[src/rtl/cpu_sequencer.sv]
// cpu_sequencer: 8-phase control sequencer for the RISC CPU datapath and memory
module cpu_sequencer (
    input  logic       clk,
    input  logic       rst,
    input  logic [2:0] opcode,
    input  logic       zero,
    output logic       sel,
    output logic       rd,
    output logic       wr,
    output logic       ld_ir,
    output logic       ld_ac,
    output logic       ld_pc,
    output logic       inc_pc,
    output logic       data_e,
    output logic       halt,
    output logic [2:0] phase
);
    localparam logic [2:0] OP_HLT = 3'd0;
    localparam logic [2:0] OP_SKZ = 3'd1;
    localparam logic [2:0] OP_ADD = 3'd2;
    localparam logic [2:0] OP_AND = 3'd3;
    localparam logic [2:0] OP_XOR = 3'd4;
    localparam logic [2:0] OP_LDA = 3'd5;
    localparam logic [2:0] OP_STO = 3'd6;
    localparam logic [2:0] OP_JMP = 3'd7;

    typedef enum logic [2:0] {
        INST_ADDR  = 3'd0,
        INST_FETCH = 3'd1,
        INST_LOAD  = 3'd2,
        IDLE       = 3'd3,
        OP_ADDR    = 3'd4,
        OP_FETCH   = 3'd5,
        ALU_OP     = 3'd6,
        STORE      = 3'd7
    } phase_e;

    phase_e phase_q, phase_d;
    logic   halted_q, halted_d;
    logic   run, alu_op, is_sto, is_jmp, is_skz, is_hlt;

    // Phase and halt-flag registers with synchronous reset
    always_ff @(posedge clk) begin
        if (rst) begin
            phase_q  <= INST_ADDR;
            halted_q <= 1'b0;
        end else begin
            phase_q  <= phase_d;
            halted_q <= halted_d;
        end
    end

    // Next state: HLT seen in OP_ADDR freezes the counter at phase 4 until reset
    always_comb begin
        halted_d = halted_q | (phase_q == OP_ADDR && opcode == OP_HLT);
        phase_d  = halted_d ? phase_q : phase_e'(phase_q + 3'd1);
    end

    // Opcode decode and control outputs, all gated off once halted
    always_comb begin
        run    = !halted_q;
        alu_op = opcode == OP_ADD || opcode == OP_AND || opcode == OP_XOR || opcode == OP_LDA;
        is_sto = opcode == OP_STO;
        is_jmp = opcode == OP_JMP;
        is_skz = opcode == OP_SKZ;
        is_hlt = opcode == OP_HLT;
        sel    = run && !phase_q[2];
        rd     = run && ((phase_q != INST_ADDR && !phase_q[2]) || (phase_q >= OP_FETCH && alu_op));
        ld_ir  = run && (phase_q == INST_LOAD || phase_q == IDLE);
        ld_ac  = run && phase_q == STORE && alu_op;
        ld_pc  = run && phase_q >= ALU_OP && is_jmp;
        inc_pc = run && (phase_q == OP_ADDR || (phase_q == ALU_OP && is_skz && zero));
        data_e = run && phase_q >= ALU_OP && is_sto;
        wr     = run && phase_q == STORE && is_sto;
        halt   = halted_q || (phase_q == OP_ADDR && is_hlt);
        phase  = phase_q;
    end
endmodule

[config.mk]
export PLATFORM = sky130hd
export DESIGN_NAME = cpu_sequencer
export DESIGN_NICKNAME = d
export VERILOG_FILES = /design/src/rtl/cpu_sequencer.sv
export SDC_FILE = /design/constraint.sdc
export NUM_CORES = 1
export LEC_CHECK = 0
export CORE_AREA = 2 2 39 41
export DETAILED_ROUTE_END_ITERATION = 8
export DIE_AREA = 0 0 41 43
export PLACE_DENSITY = 0.73
export SLEW_MARGIN = 25
export SYNTH_ARGS = -nofsm -noshare
export SYNTH_HDL_FRONTEND = slang
export SYNTH_SLANG_ARGS = --single-unit
[constraint.sdc]
create_clock -name clk -period 2.1 [get_ports clk]
set_input_delay 0.525 -clock clk [delete_from_list [all_inputs] [get_ports clk]]
set_output_delay 0.525 -clock clk [all_outputs]
set_load 0.03 [all_outputs]
placement_by_type.png
(12 px per um)
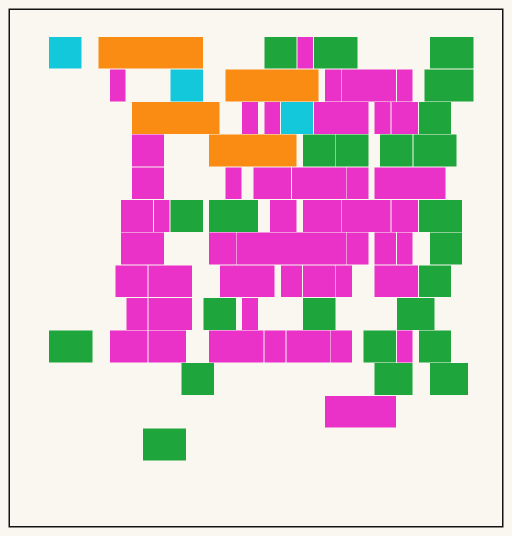
magenta -> combinational and other logic  # cells 47
green -> remaining buffers and delay cells  # cells 24
cyan -> clock drivers  # cells 3
orange -> sequential cells  # cells 4
post-layout util: 50.4%
Final Instance Area: 697 sq um

clocks.png
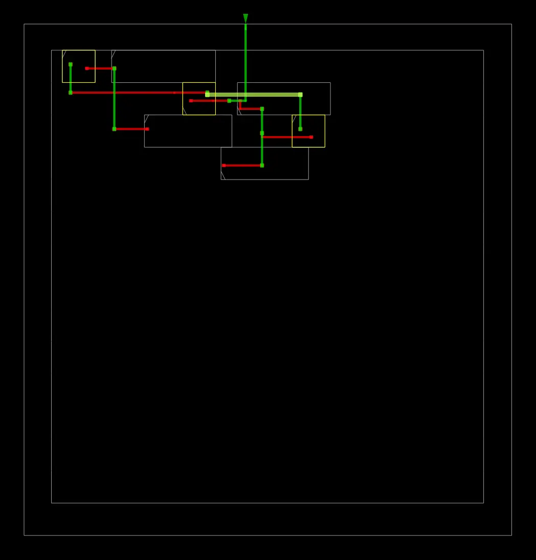
Insertion Delay late pin: 0.23 ns
# clk buffers: 3
P_clk: 0.0000925 W
CTS buffer count: 3
Flops: 4

layer_met3.png
(12 px per um) Cells faint in the background.
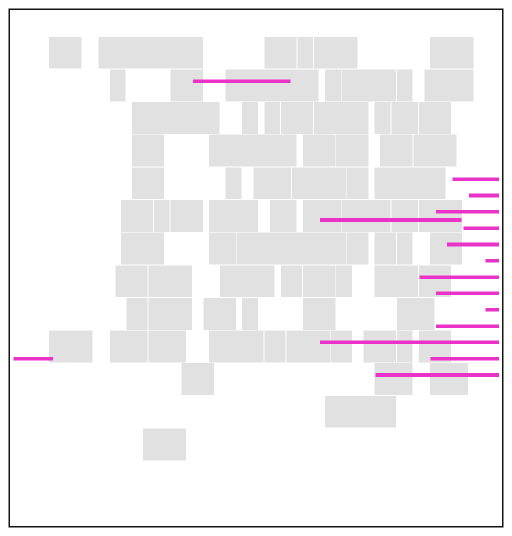
share of all routed wire = 8.1%
wire length on this layer = 87.6 um
main direction = horizontal
nets with wire on the layer = 16
longest straight run = 14.6 um
Routed WL: 1080 um
met3 Use GR: 5.24%
Via Count: 469

==> results.sh <==
# flow metrics
export IMPL_outcome="complete, no violations"
export IMPL_ys_flops=4
export IMPL_grt_max_degree=11
export IMPL_crit_type="in -> out"
export IMPL_min_period_ns=2.06
export IMPL_switching_power_w=0.000339
export IMPL_cts_tree="yes"
export IMPL_synthSimpleGateAreaFrac_pct=35.8
export IMPL_cts_buffer_depth=2
export IMPL_inv_count=4
export IMPL_path_max_fanout=6
export IMPL_path_depth=5
export IMPL_crit_start="opcode[1]"
export IMPL_fa_ha_area_share_pct=17.8
export IMPL_flop_area_sq_um=85.1
export IMPL_slew_viol_final=0
export IMPL_hp_class="reg -> reg"
export IMPL_top_layer_used="met3"
export IMPL_common_cells="nor2_1 (7), ha_1 (6), nor3_1 (6)"
export IMPL_cts_sinks=4
export IMPL_hold_viol=0
export IMPL_critPathLaunchType="input pin"
export IMPL_power_total_w=0.000729
export IMPL_via_per_inst=4.99
export IMPL_yosysWarnings=0
export IMPL_worst_slew_pin_slew_ns=0.312
export IMPL_gp_congestion=0.768
export IMPL_ys_seq_share_pct=18.9
export IMPL_stdcell_count=94
export IMPL_cts_root_buf="clkbuf_4"
export IMPL_drcViolationCount=0
export IMPL_comb_area_share_pct=49.9
export IMPL_synth_top_flop_cell="dfxtp_1"
export IMPL_antenna_found_initial=0
export IMPL_combPwrFrac_pct=66.8
export IMPL_rsz0062_at_grt="true"
export IMPL_wl_met2_um=543
export IMPL_hold_end="phase[1]"
export IMPL_rows=14
export IMPL_pin_count=18
export IMPL_min_path_cells=2
export IMPL_wl_met3_um=87
export IMPL_tool_warnings=31
export IMPL_grt_pass1_wl_um=1570
export IMPL_grt_pass1_vias=390
export IMPL_cp_top_family="buffers and inverters"
export IMPL_xor_share_pct=2.07
export IMPL_powerDensity_nw_per_um2=1050
export IMPL_r2r_start="phase[1]"
export IMPL_crit_required_ns=1.57
export IMPL_netlist_area_sq_um=423
export IMPL_p_sw_share_pct=46.5
export IMPL_timing_fmax_mhz=485
export IMPL_cap_violations=0
export IMPL_core_area_sq_um=1380
export IMPL_synth_cell_types=27
export IMPL_yosysMostFrequentCell="nor2_1"
export IMPL_hpwl_um=845
export IMPL_critical_path_max_stage_delay_ns=0.33
export IMPL_peakVddDrop_uv=744
export IMPL_nonClkBufAreaFrac_pct=29.6
export IMPL_timing_hold_ws_ns=0.564
export IMPL_post_place_ws_ns=-0.171
export IMPL_gr_usage_met1_pct=14.5
export IMPL_post_cts_buffers=0
export IMPL_power_frac_seq_pct=20.5
export IMPL_drt_pass1_iterations=4
export IMPL_fillers=131
export IMPL_syn_avg_cell_area_sq_um=7.69
export IMPL_route_layer_met1_wl_um=451
export IMPL_comb_power_w=0.000486
export IMPL_place_inst=90
export IMPL_power_leader="combinational cells"
export IMPL_post_dp_cell_area_sq_um=634
export IMPL_power_internal_w=0.000390
export IMPL_globalRoute_totalOverflow=0
export IMPL_clk_pin_slew_ns=0.03
export IMPL_fin_ws_ns=0.0401
export IMPL_ys_sh_aoi_pct=12.7
export IMPL_min_from="phase[1]"
export IMPL_r2r_slack_ns=0.73
export IMPL_comb_area_sq_um=348
export IMPL_async_flop_share_pct=0
export IMPL_busiest_layer="met2"
export IMPL_drtAntennaViolNets=0
export IMPL_largest_register_ffs=3
export IMPL_clkPwrFrac_pct=12.7
export IMPL_comb_cells=43
export IMPL_synth_nets=67
export IMPL_dominant_cell_class="combinational gates"
export IMPL_synth_top_cell_area_share_pct=18.9
export IMPL_cts_hold_buffers=0
export IMPL_period_used_pct=98.1
export IMPL_clkCellAreaFrac_pct=3.23
export IMPL_crit_path_top_delay_cell="dlygate4sd2_1"
export IMPL_area_growth_pct=64.8
export IMPL_synth_stat_cells=55
export IMPL_p_seq_w=0.000150
export IMPL_cts_max_level=1
export IMPL_setup_violations_final=0
export IMPL_fin_setup_tns_ns=0
export IMPL_path_cells="dlygate4sd2_1, nor2_2, a41oi_1, nor3_1, buf_4"
export IMPL_layout_top_cell="buf_4"
export IMPL_synth_logic_top_family="simple AND/OR/NAND/NOR gates"
export IMPL_die_area_sq_um=1760
export IMPL_synthCells=55
export IMPL_path_buffers=2
export IMPL_r2r_end="phase[1]"
export IMPL_edf_count=0
export IMPL_skew_ns=0.00298
export IMPL_cts_resized=6
export IMPL_sh_seq_area_pct=12.2
export IMPL_worstPathArrival_ns=1.53
export IMPL_met2_usage_pct=21.6
export IMPL_diodes=0
export IMPL_n_all_buffers=24
metal_density.png
(6 px per um) 8 x 9 tiles, from dark purple (low) to yellow (high), scaled to the fullest tile. Values are wire area over tile area, all layers added.
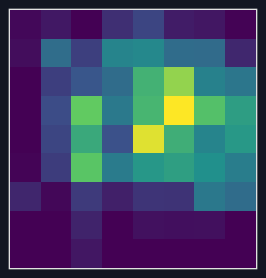
mean over tiles = 0.099
emptiest ninth of the die = south-west
nearly empty tiles = 25%
tiles over half the peak = 19%
fullest tile = 0.37
Avg WL per Cell: 11.5 um
overall routing resource usage: 12.8%

io_placement.png
(8 px per um) Pins as bars across the die edge, other pins in grey.
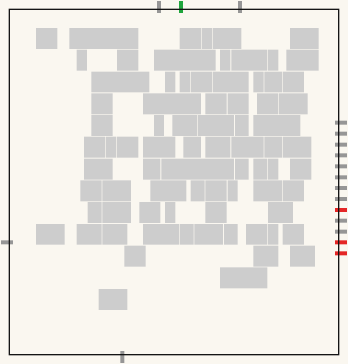
red -> opcode  # pins 3, direction input, edge east
green -> halt  # pins 1, direction output, edge north
all pins by edge = 13 east, 3 north, 1 south, 1 west
Die Height: 43 um
die width: 41 um
Port Buf Inserts: 17

Power is estimated from default activity; no workload was simulated.
